<file path="config.mk">
export PLATFORM = sky130hd
export DESIGN_NAME = rgb2gray
export DESIGN_NICKNAME = d
export VERILOG_FILES = /design/src/rtl/rgb2gray_pkg.sv /design/src/rtl/rgb_weighted_sum.sv /design/src/rtl/rgb2gray.sv
export SDC_FILE = /design/constraint.sdc
export NUM_CORES = 1
export LEC_CHECK = 0
export CAP_MARGIN = 20
export CORE_UTILIZATION = 57
export CTS_BUF_LIST = sky130_fd_sc_hd__clkbuf_2 sky130_fd_sc_hd__clkbuf_4 sky130_fd_sc_hd__clkbuf_8
export DETAILED_ROUTE_END_ITERATION = 16
export GPL_TIMING_DRIVEN = 0
export PLACE_DENSITY = 0.8
export SYNTH_ARGS = -nofsm -noshare
export SYNTH_HDL_FRONTEND = slang
export SYNTH_SLANG_ARGS = --single-unit
</file>
<file path="constraint.sdc">
create_clock -name clk -period 3.9 [get_ports clk]
set_clock_uncertainty 0.2 [all_clocks]
set_input_delay 0.585 -clock clk [delete_from_list [all_inputs] [get_ports clk]]
set_output_delay 0.585 -clock clk [all_outputs]
set_load 0.02 [all_outputs]
</file>
<file path="src/rtl/rgb2gray_pkg.sv">
// ============================================================================
// Module   : rgb2gray_pkg
// Purpose  : Shared widths, BT.601 default weights and width helpers.
// Revision : 1.0
// ============================================================================
`default_nettype none

package rgb2gray_pkg;

  localparam int unsigned DEF_DATA_W = 8;
  localparam int unsigned DEF_FRAC   = 8;
  localparam int unsigned DEF_COEF_R = 77;
  localparam int unsigned DEF_COEF_G = 150;
  localparam int unsigned DEF_COEF_B = 29;

  // Weights are at most 9 bits wide, so each product needs 9 extra bits.
  function automatic int unsigned prod_width(input int unsigned data_w);
    return data_w + 9;
  endfunction

  // Three products plus the rounding term need 2 more bits than one product.
  function automatic int unsigned sum_width(input int unsigned data_w);
    return data_w + 11;
  endfunction

endpackage

`default_nettype wire

</file>
<file path="src/rtl/rgb_weighted_sum.sv">
// ============================================================================
// Module   : rgb_weighted_sum
// Purpose  : Registered channel products, then rounded, saturated luma sum.
// Revision : 1.0
// ============================================================================
`default_nettype none

module rgb_weighted_sum
  import rgb2gray_pkg::*;
#(
  parameter int unsigned DATA_W = DEF_DATA_W,
  parameter int unsigned FRAC   = DEF_FRAC,
  parameter int unsigned COEF_R = DEF_COEF_R,
  parameter int unsigned COEF_G = DEF_COEF_G,
  parameter int unsigned COEF_B = DEF_COEF_B
) (
  input  logic              clk,
  input  logic              rst,
  input  logic              en,
  input  logic [DATA_W-1:0] red,
  input  logic [DATA_W-1:0] green,
  input  logic [DATA_W-1:0] blue,
  output logic [DATA_W-1:0] y
);

  localparam int unsigned PROD_W = prod_width(DATA_W);
  localparam int unsigned SUM_W  = sum_width(DATA_W);

  localparam logic [PROD_W-1:0] C_COEF_R = PROD_W'(COEF_R);
  localparam logic [PROD_W-1:0] C_COEF_G = PROD_W'(COEF_G);
  localparam logic [PROD_W-1:0] C_COEF_B = PROD_W'(COEF_B);
  localparam logic [SUM_W-1:0]  C_ROUND  = SUM_W'(2 ** (FRAC - 1));
  localparam logic [SUM_W-1:0]  C_MAX    = SUM_W'((2 ** DATA_W) - 1);

  logic [PROD_W-1:0] r_prod_r;
  logic [PROD_W-1:0] r_prod_g;
  logic [PROD_W-1:0] r_prod_b;
  logic [SUM_W-1:0]  w_sum;
  logic [SUM_W-1:0]  w_shift;

  // Products load only for valid pixels so idle-cycle inputs never reach y.
  always_ff @(posedge clk or posedge rst) begin
    if (rst) begin
      r_prod_r <= '0;
      r_prod_g <= '0;
      r_prod_b <= '0;
    end else if (en) begin
      r_prod_r <= C_COEF_R * PROD_W'(red);
      r_prod_g <= C_COEF_G * PROD_W'(green);
      r_prod_b <= C_COEF_B * PROD_W'(blue);
    end
  end

  always_comb begin
    w_sum   = SUM_W'(r_prod_r) + SUM_W'(r_prod_g) + SUM_W'(r_prod_b) + C_ROUND;
    w_shift = w_sum >> FRAC;
    y       = (w_shift > C_MAX) ? {DATA_W{1'b1}} : w_shift[DATA_W-1:0];
  end

endmodule

`default_nettype wire

</file>
<file path="src/rtl/rgb2gray.sv">
// ============================================================================
// Module   : rgb2gray
// Purpose  : Two-stage streaming RGB to BT.601 luma converter, 1 pixel/clock.
// Revision : 1.0
// ============================================================================
`default_nettype none

module rgb2gray
  import rgb2gray_pkg::*;
#(
  parameter int unsigned DATA_W = DEF_DATA_W,
  parameter int unsigned COEF_R = DEF_COEF_R,
  parameter int unsigned COEF_G = DEF_COEF_G,
  parameter int unsigned COEF_B = DEF_COEF_B,
  parameter int unsigned FRAC   = DEF_FRAC
) (
  input  logic              clk,
  input  logic              rst,
  input  logic [DATA_W-1:0] red_i,
  input  logic [DATA_W-1:0] green_i,
  input  logic [DATA_W-1:0] blue_i,
  input  logic              done_i,
  output logic [DATA_W-1:0] grayscale_o,
  output logic              done_o
);

  logic              r_v1;
  logic              r_done;
  logic [DATA_W-1:0] r_gray;
  logic [DATA_W-1:0] w_y;

  rgb_weighted_sum #(
    .DATA_W (DATA_W),
    .FRAC   (FRAC),
    .COEF_R (COEF_R),
    .COEF_G (COEF_G),
    .COEF_B (COEF_B)
  ) u_weighted_sum (
    .clk   (clk),
    .rst   (rst),
    .en    (done_i),
    .red   (red_i),
    .green (green_i),
    .blue  (blue_i),
    .y     (w_y)
  );

  // The output register holds its value across bubbles.
  always_ff @(posedge clk or posedge rst) begin
    if (rst) begin
      r_v1   <= 1'b0;
      r_done <= 1'b0;
      r_gray <= '0;
    end else begin
      r_v1   <= done_i;
      r_done <= r_v1;
      if (r_v1) begin
        r_gray <= w_y;
      end
    end
  end

  assign grayscale_o = r_gray;
  assign done_o      = r_done;

endmodule

`default_nettype wire

</file>
Fig. 1: run 1, routed clock nets over the placement
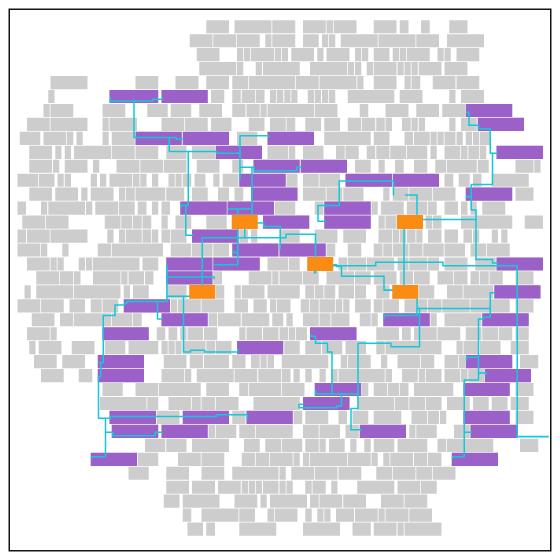
legend:
  flip-flops:
    color: purple
    count: 53
  clock-net drivers:
    color: orange
    count: 5
  clock wires:
    color: cyan
    length: 689 um
routed clock nets: 6

Fig. 2: run 1, placement by cell class
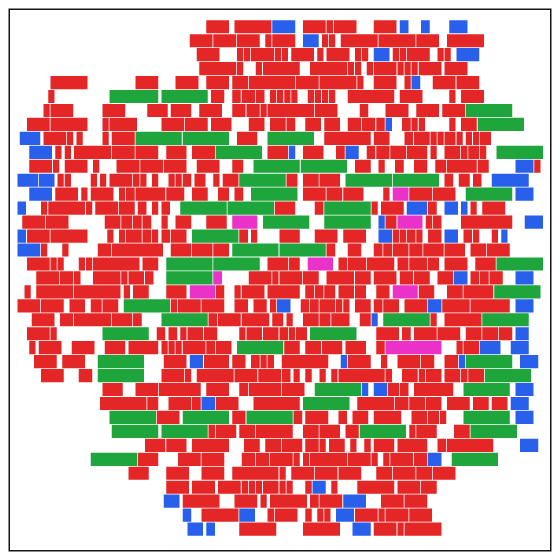
legend:
  clock drivers and dummy loads:
    color: magenta
    cells: 8
    share_of_their_area: 1.6%
  registers:
    color: green
    cells: 53
    share_of_their_area: 19%
  remaining buffers and delay cells:
    color: blue
    cells: 60
    share_of_their_area: 7.1%
  remaining logic cells:
    color: red
    cells: 555
    share_of_their_area: 72%

Fig. 3: run 1, sequential cells grouped by signal name
Bar = 20 um. Other sequential cells in the stronger gray, the rest of the logic in the fainter gray.
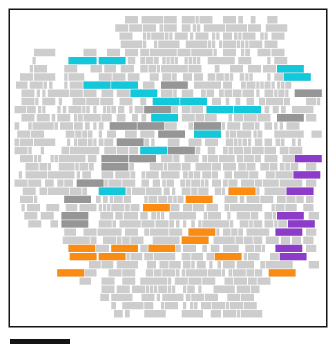
legend:
  `u_weighted_sum.r_prod_r`:
    color: cyan
    flops: 15
  `u_weighted_sum.r_prod_b`:
    color: orange
    flops: 13
  `grayscale_o`:
    color: purple
    flops: 8
not colored: 17

Fig. 4: run 1, cell sizes after repair
Bar = 20 um.
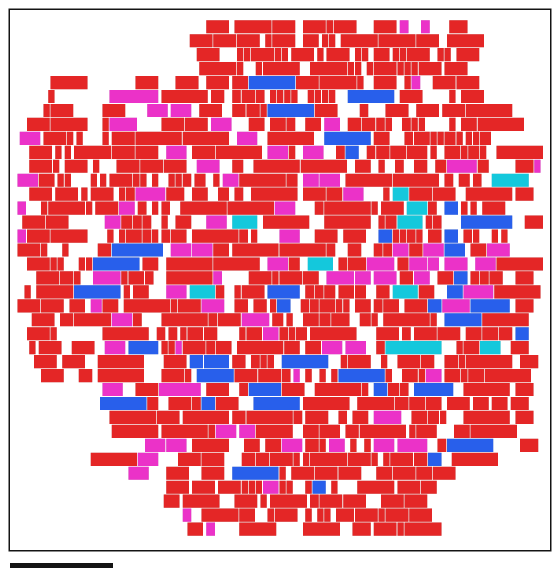
legend:
  x3 and x4:
    color: blue
    cells: 37
    most_used: buf_4
  x2:
    color: magenta
    cells: 77
    most_used: mux2_2
  x6 and larger:
    color: cyan
    cells: 10
    most_used: clkbuf_8
  x1 and smaller:
    color: red
    cells: 552
    most_used: ha_1

==> notes.md, run 1 <==
This memo summarizes the results of the implementation run.

Logic synthesis
Counting instances in the post-synthesis netlist gives the leading cell types as ha_1 (136), inv_1 (103), dfrtp_1 (53). The synthesized netlist has a Yosys-reported chip area of 6080 um^2. Summing every instance area after synthesis gives between 6000 and 7000 um^2. Per the synthesis report, the dominant area consumer among library cells is ha_1. The share of flip-flops with an asynchronous set or reset is 1.00.

For this run, the number of Yosys warnings is 0. The fraction of the yosys area taken by sequential cells is 0.218. The most instantiated library cell after synthesis is ha_1.

Layout
Per the final layout report, the fraction of cells sized above drive strength 1 comes to 0.183. The layout has 5 clock buffers. The layout report lists the non-clock buffer share of cell area as 0.0698. The number of cells in the finished layout apart from fillers is 812. The final design instance area without fill is 7150 um^2. The number of non-clock inverters is 103. 452 cells are multi-input combinational gates.

Drt
Per the detail_route report, routed wire per instance is 16.1 um. The detailed router placed about 4700 vias in this run. In the log, the iteration count for the first detailed-route pass is 4. The number of antenna-violating nets in the routed design is 0.

The via-per-instance ratio is 5.77.

Worst setup path
STA classifies the critical path endpoint as a flip-flop. The longest incremental delay of any stage on the critical path is reported as 0.43 ns. STA classifies the critical path startpoint as a flip-flop.

The timing startpoint of the critical path is u_weighted_sum.r_prod_r[1]. The timing report shows that the slowest cell on the worst path is dfrtp_2. The critical path's most frequent cell is ha_4.

STA
Measured against its own limit, the worst slew margin works out to 0.572. The hold violation count in the final report is 0. The final critical-path share of the clock period is 0.983.

Hold path
The worst hold path begins at r_v1.

Power and ir drop
Summing internal, switching and leakage power gives 6.87 mW. Of the total power, the share spent switching nets is 0.464. Of the total power, combinational logic draws 0.811. The power report attributes to the sequential group a share of 0.132. The largest share of the power goes to combinational logic.

Clock network
According to the CTS report, the clock sink count is 53. Gates resized during post-CTS repair numbered 62. The number of CTS-inserted buffers is 5. The H-tree generated during clock tree synthesis spans 2 levels.

The number of post-CTS setup repair buffers is 10. The clock tree from TritonCTS is yes. The clock-pin slew on the worst setup and hold paths is ~0.11 ns.

Floorplan
Tap insertion was completed with 136 tapcells. The floorplan die height is between 100 and 150 um. The floorplan step defined a core boundary enclosing about 10000 um^2.

Global routing
The number of global-route vias before repair is around 4800.

Status
The run finished with clean final reports.

Run
Across all stage logs, warnings added up to 31.

Placed design
The pre-CTS setup slack is -0.897 ns. Port buffering added 35 buffers.
-- run 1: flip-flops by register name, summed over array words and instances, names as in the netlist --
name	count
u_weighted_sum.r_prod_g	15
u_weighted_sum.r_prod_b	13
done_o	1
grayscale_o	8
r_v1	1
u_weighted_sum.r_prod_r	15
-- run 1: cell families (layout without fill, tap and decap cells) --
family                     after synthesis  in the layout  share of synthesized area
and+or+nand+nor                         92             92                     0.0766
AOI/OAI and AO/OA                      128            128                      0.153
muxes                                   28             28                     0.0519
adders and majority gates              163            163                      0.369
xor gates and xnor gates                41             41                     0.0603
DFF                                     53             53                      0.218
buffers and inverters                  113            171                     0.0710
-- run 1: layer usage --
layer	track usage	wire length (um)	up-vias
li1	-	-	2273
met1	0.306	5790	2300
met2	0.429	6610	86
met3	0.0247	333	26
met4	0.0805	347	0
met5	0	0	-
==> run 1 -> run 2 <==
--- a/config.mk
+++ b/config.mk
@@ -11,6 +11,8 @@
 export DETAILED_ROUTE_END_ITERATION = 16
 export GPL_TIMING_DRIVEN = 0
 export PLACE_DENSITY = 0.8
+export SKIP_LAST_GASP = 1
+export SLEW_MARGIN = 20
 export SYNTH_ARGS = -nofsm -noshare
 export SYNTH_HDL_FRONTEND = slang
 export SYNTH_SLANG_ARGS = --single-unit
Fig. 5: run 2, routed clock nets over the placement
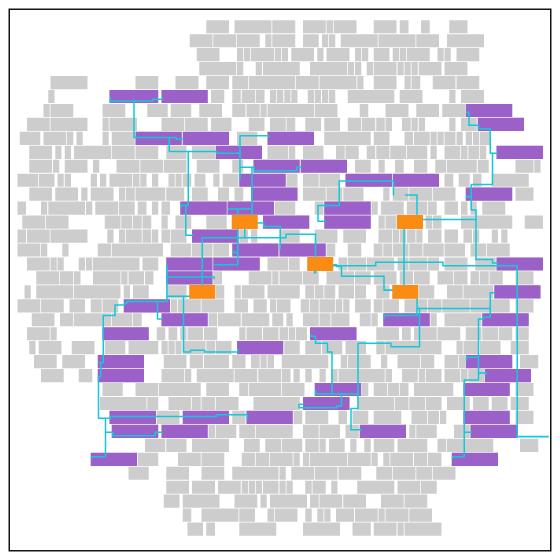
legend:
  clock wires:
    color: cyan
    length: 689 um
  clock-net drivers:
    color: orange
    count: 5
  flip-flops:
    color: purple
    count: 53
routed clock nets: 6

Fig. 6: run 2, the clock network
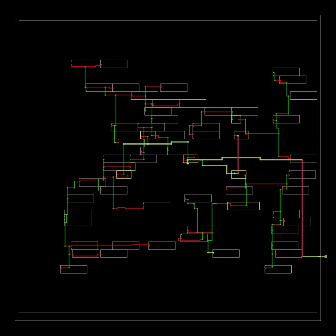
clock buffer count from CTS: 5
Flop Count: 53
number of clock sinks seen by CTS: 53
layout clock buffer count: 5
Clock group: 0.391 mW

==> run 2 against run 1 <==
Effect of this change: area after synthesis unchanged; sequential cell count unchanged; sequential share of layout area unchanged; synthesized cell count unchanged; non-clock buffer count unchanged; register-to-register slack about the same; critical endpoint unchanged; largest cell class unchanged.
==> notes.md, run 2 <==
This memo summarizes the results of the implementation run.

Status
The run finished with clean final reports.

Logic synthesis
The most instantiated library cell after synthesis is ha_1. The area fraction in full adders, half adders and majority gates is 0.369 (unchanged). The synthesis run identifies the leading combinational cell family as adder cells.

Sorting the Yosys area breakdown by cell type puts at the top ha_1. The area of the synthesized netlist per yosys stat was 6080 um^2 (unchanged). The fraction of the yosys area taken by sequential cells is 0.218 (unchanged). The cell area after synthesis is 6080 um^2 (unchanged).

Worst setup path
The element type at the critical path end is a flip-flop. The startpoint class of the critical path is a flip-flop. The slowest stage of the critical path is the dfrtp_2 cell. The cell that appears most often on the critical path is ha_4.

Power and ir drop
The relative contribution of sequential cells to total power is 0.132 (about the same).

STA
The headroom to the max-slew limit is 0.572 (unchanged). The final critical-path share of the clock period is 0.983 (unchanged).

Drt
Per the detail_route log, the uppermost layer with routed signals is met4. The routed via count came to 4685 (unchanged). The number of antenna-violating nets in the routed design is 0 (unchanged). The iteration tally of the first detailed-router pass is 4 (unchanged). The met2 routed wirelength is 6.61 mm (unchanged).

Global routing
The met3 demand-to-capacity share in global routing came to 0.0247 (unchanged). The global routing usage on met1 is 0.306 (unchanged).

Clock network
The clock tree from TritonCTS is yes. The number of resized instances in the post-cts repair step is 62 (unchanged). The clock-pin slew on the worst setup and hold paths was 0.11 ns (about the same). The number of H-tree levels is 2 (unchanged).

The number of post-CTS setup repair buffers is 10 (unchanged).

Layout
The final design instance area without fill is 7150 um^2 (unchanged). The number of cells in the finished layout apart from fillers came to 812 (unchanged). The fraction of final layout cells sized beyond drive strength 1 is 0.183 (unchanged).

Run
The count of tool warnings is 31 (unchanged).
run 2: how the worst min path moves through the flow:
stage,start,end,slack [ns],depth (start not counted)
after CTS,r_v1,done_o,0.20,0
final,r_v1,done_o,0.20,0
after floorplan,r_v1,done_o,0.15,0
after global placement,r_v1,done_o,0.17,0
after global routing,r_v1,done_o,0.23,0
after detailed placement,r_v1,done_o,0.18,0
run 2: final cells by class:
class                      instances  area [um^2]
tap                              136          170
timing repair buffer              50          454
buffer                            10         45.0
clock buffer                       5         68.8
inverter                         103          387
clock inverter                     3         43.8
fill                             735         3170
multi-input combinational        452         4660
sequential                        53         1330
run 2: cell families after synthesis:
group	after synthesis
AND/OR/NAND/NOR	92
multiplexers	28
adder cells (fa/ha/maj)	163
flip-flops	53
buffers and inverters	113
XOR/XNOR	41
AND-OR/OR-AND	128
Fig. 7: run 2, cell sizes after repair
Bar = 20 um.
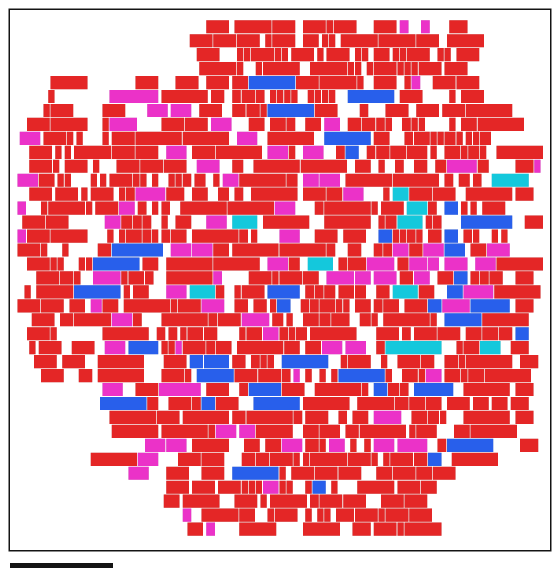

==> run 2 -> run 3 <==
--- a/config.mk
+++ b/config.mk
@@ -9,7 +9,6 @@
 export CORE_UTILIZATION = 57
 export CTS_BUF_LIST = sky130_fd_sc_hd__clkbuf_2 sky130_fd_sc_hd__clkbuf_4 sky130_fd_sc_hd__clkbuf_8
 export DETAILED_ROUTE_END_ITERATION = 16
-export GPL_TIMING_DRIVEN = 0
 export PLACE_DENSITY = 0.8
 export SKIP_LAST_GASP = 1
 export SLEW_MARGIN = 20
Fig. 8: run 3, cell sizes after repair
Bar = 20 um.
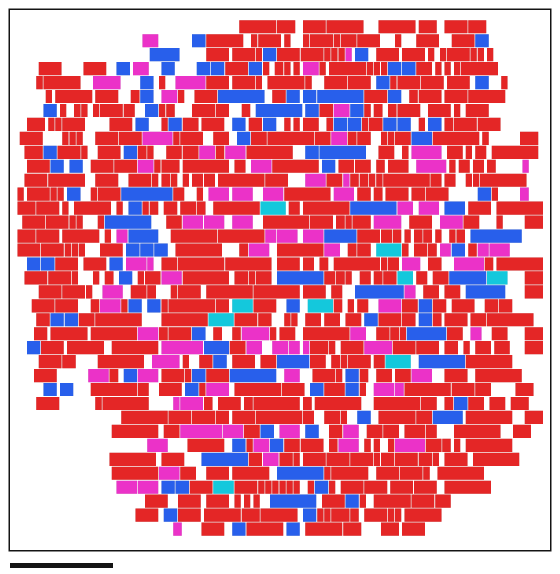
legend:
  x6 and larger:
    color: cyan
    cells: 9
    most_used: clkbuf_8
  x2:
    color: magenta
    cells: 82
    most_used: mux2_2
  x1 and smaller:
    color: red
    cells: 536
    most_used: ha_1
  x3 and x4:
    color: blue
    cells: 108
    most_used: buf_4

==> run 3 against run 2 <==
Effect of this change: the flow now finishes with violations (negative setup slack); combinational power is 8.3% higher; register-to-register slack worse by 0.08 ns; die area stayed put; core utilization is 5.2 points higher; global-route usage is 0.94 points higher; critical path depth is 1 higher; first-iteration DRC count is 9.8% lower; critical endpoint is now grayscale_o[1].
==> notes.md, run 3 <==
This memo summarizes the results of the implementation run.

Status
The run finished, with violations left. The checks that failed: negative setup slack.

Clock network
The number of post-CTS setup repair buffers is 4 (-6). The number of resized instances in the post-cts repair step is 41 (-34%). The number of CTS-inserted buffers is 5 (unchanged). The number of H-tree levels came to 2 (unchanged). The clock-pin slew on the worst setup and hold paths is 0.10 ns (about the same).

STA
The final critical-path setup slack is -0.0196 ns. The end-of-flow timing check tallies setup violations at 2. The headroom to the max-slew limit is 0.589 (+0.0171).

Worst setup path
The kind of cell adding the most delay to the critical path is AND-OR/OR-AND gates. The element type at the critical path end is a flip-flop. The cell with the biggest individual delay on the critical path is dfrtp_1.

Hold path
The cell depth of the worst hold path is 1 (+1).

Layout
The number of cells in the finished layout apart from fillers is 871 (+7.3%). The total number of nets in the final design is 925. The sequential cell area is 1330 um^2 (about the same). The fill cell total of the finished layout is 661 (-10%). The total area of multi-input combinational cells is 4720 um^2 (+1.3%). The final design instance area without fill was 7690 um^2 (+7.5%).

Logic synthesis
ha_1 takes more of the synthesized area than any other cell. Of the combinational cells, the family taking the most area is adder cells. The fraction of the yosys area taken by sequential cells is 0.218 (unchanged).

Yosys instantiated no cell more often than ha_1.

Drt
The iteration tally of the first detailed-router pass is 4 (unchanged). The routed via count came to 4882 (+4.2%). The met2 routed wirelength is 7.66 mm (+16%). Signal routing reaches up to met4.

Placed design
The number of cells in the design after placement is 859.

Power and ir drop
The net switching power figure is 3.40 mW. The relative contribution of sequential cells to total power came to 0.127 (-0.005).

Floorplan
The placeable core region is 10300 um^2.

Global routing
The global routing usage on met1 is 0.306 (-0.000552). The met3 demand-to-capacity share in global routing came to 0.0254 (+0.000618).
Fig. 9: run 3, the clock network
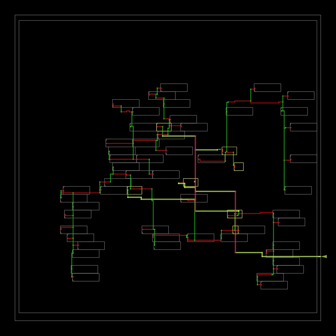
clk_lat worst skew: 0.31 ns
Clock group: 0.311 mW

[run 3: path summary, 6_finish.rpt]
check	from	endpoint	slack, ns
min in group asynchronous	rst	done_o	0.45
max in group asynchronous	rst	u_weighted_sum.r_prod_b[3]	2.31
max	u_weighted_sum.r_prod_r[1]	grayscale_o[1]	-0.02
min reg2reg	grayscale_o[4]	grayscale_o[4]	0.30
min	grayscale_o[4]	grayscale_o[4]	0.30
max reg2reg	u_weighted_sum.r_prod_r[1]	grayscale_o[1]	-0.02
[run 3: layout make-up]
| type | count | area share |
|---|---|---|
| multi-input cells | 452 | 0.613 |
| flip-flops and latches | 53 | 0.172 |
| repair buffers | 120 | 0.131 |
| inverters | 103 | 0.0503 |
| well taps | 136 | 0.0221 |
| clock buffers | 5 | 0.00895 |
| clock inverters | 2 | 0.00179 |
No activity file was given, so power comes from the tool's default toggle rates.
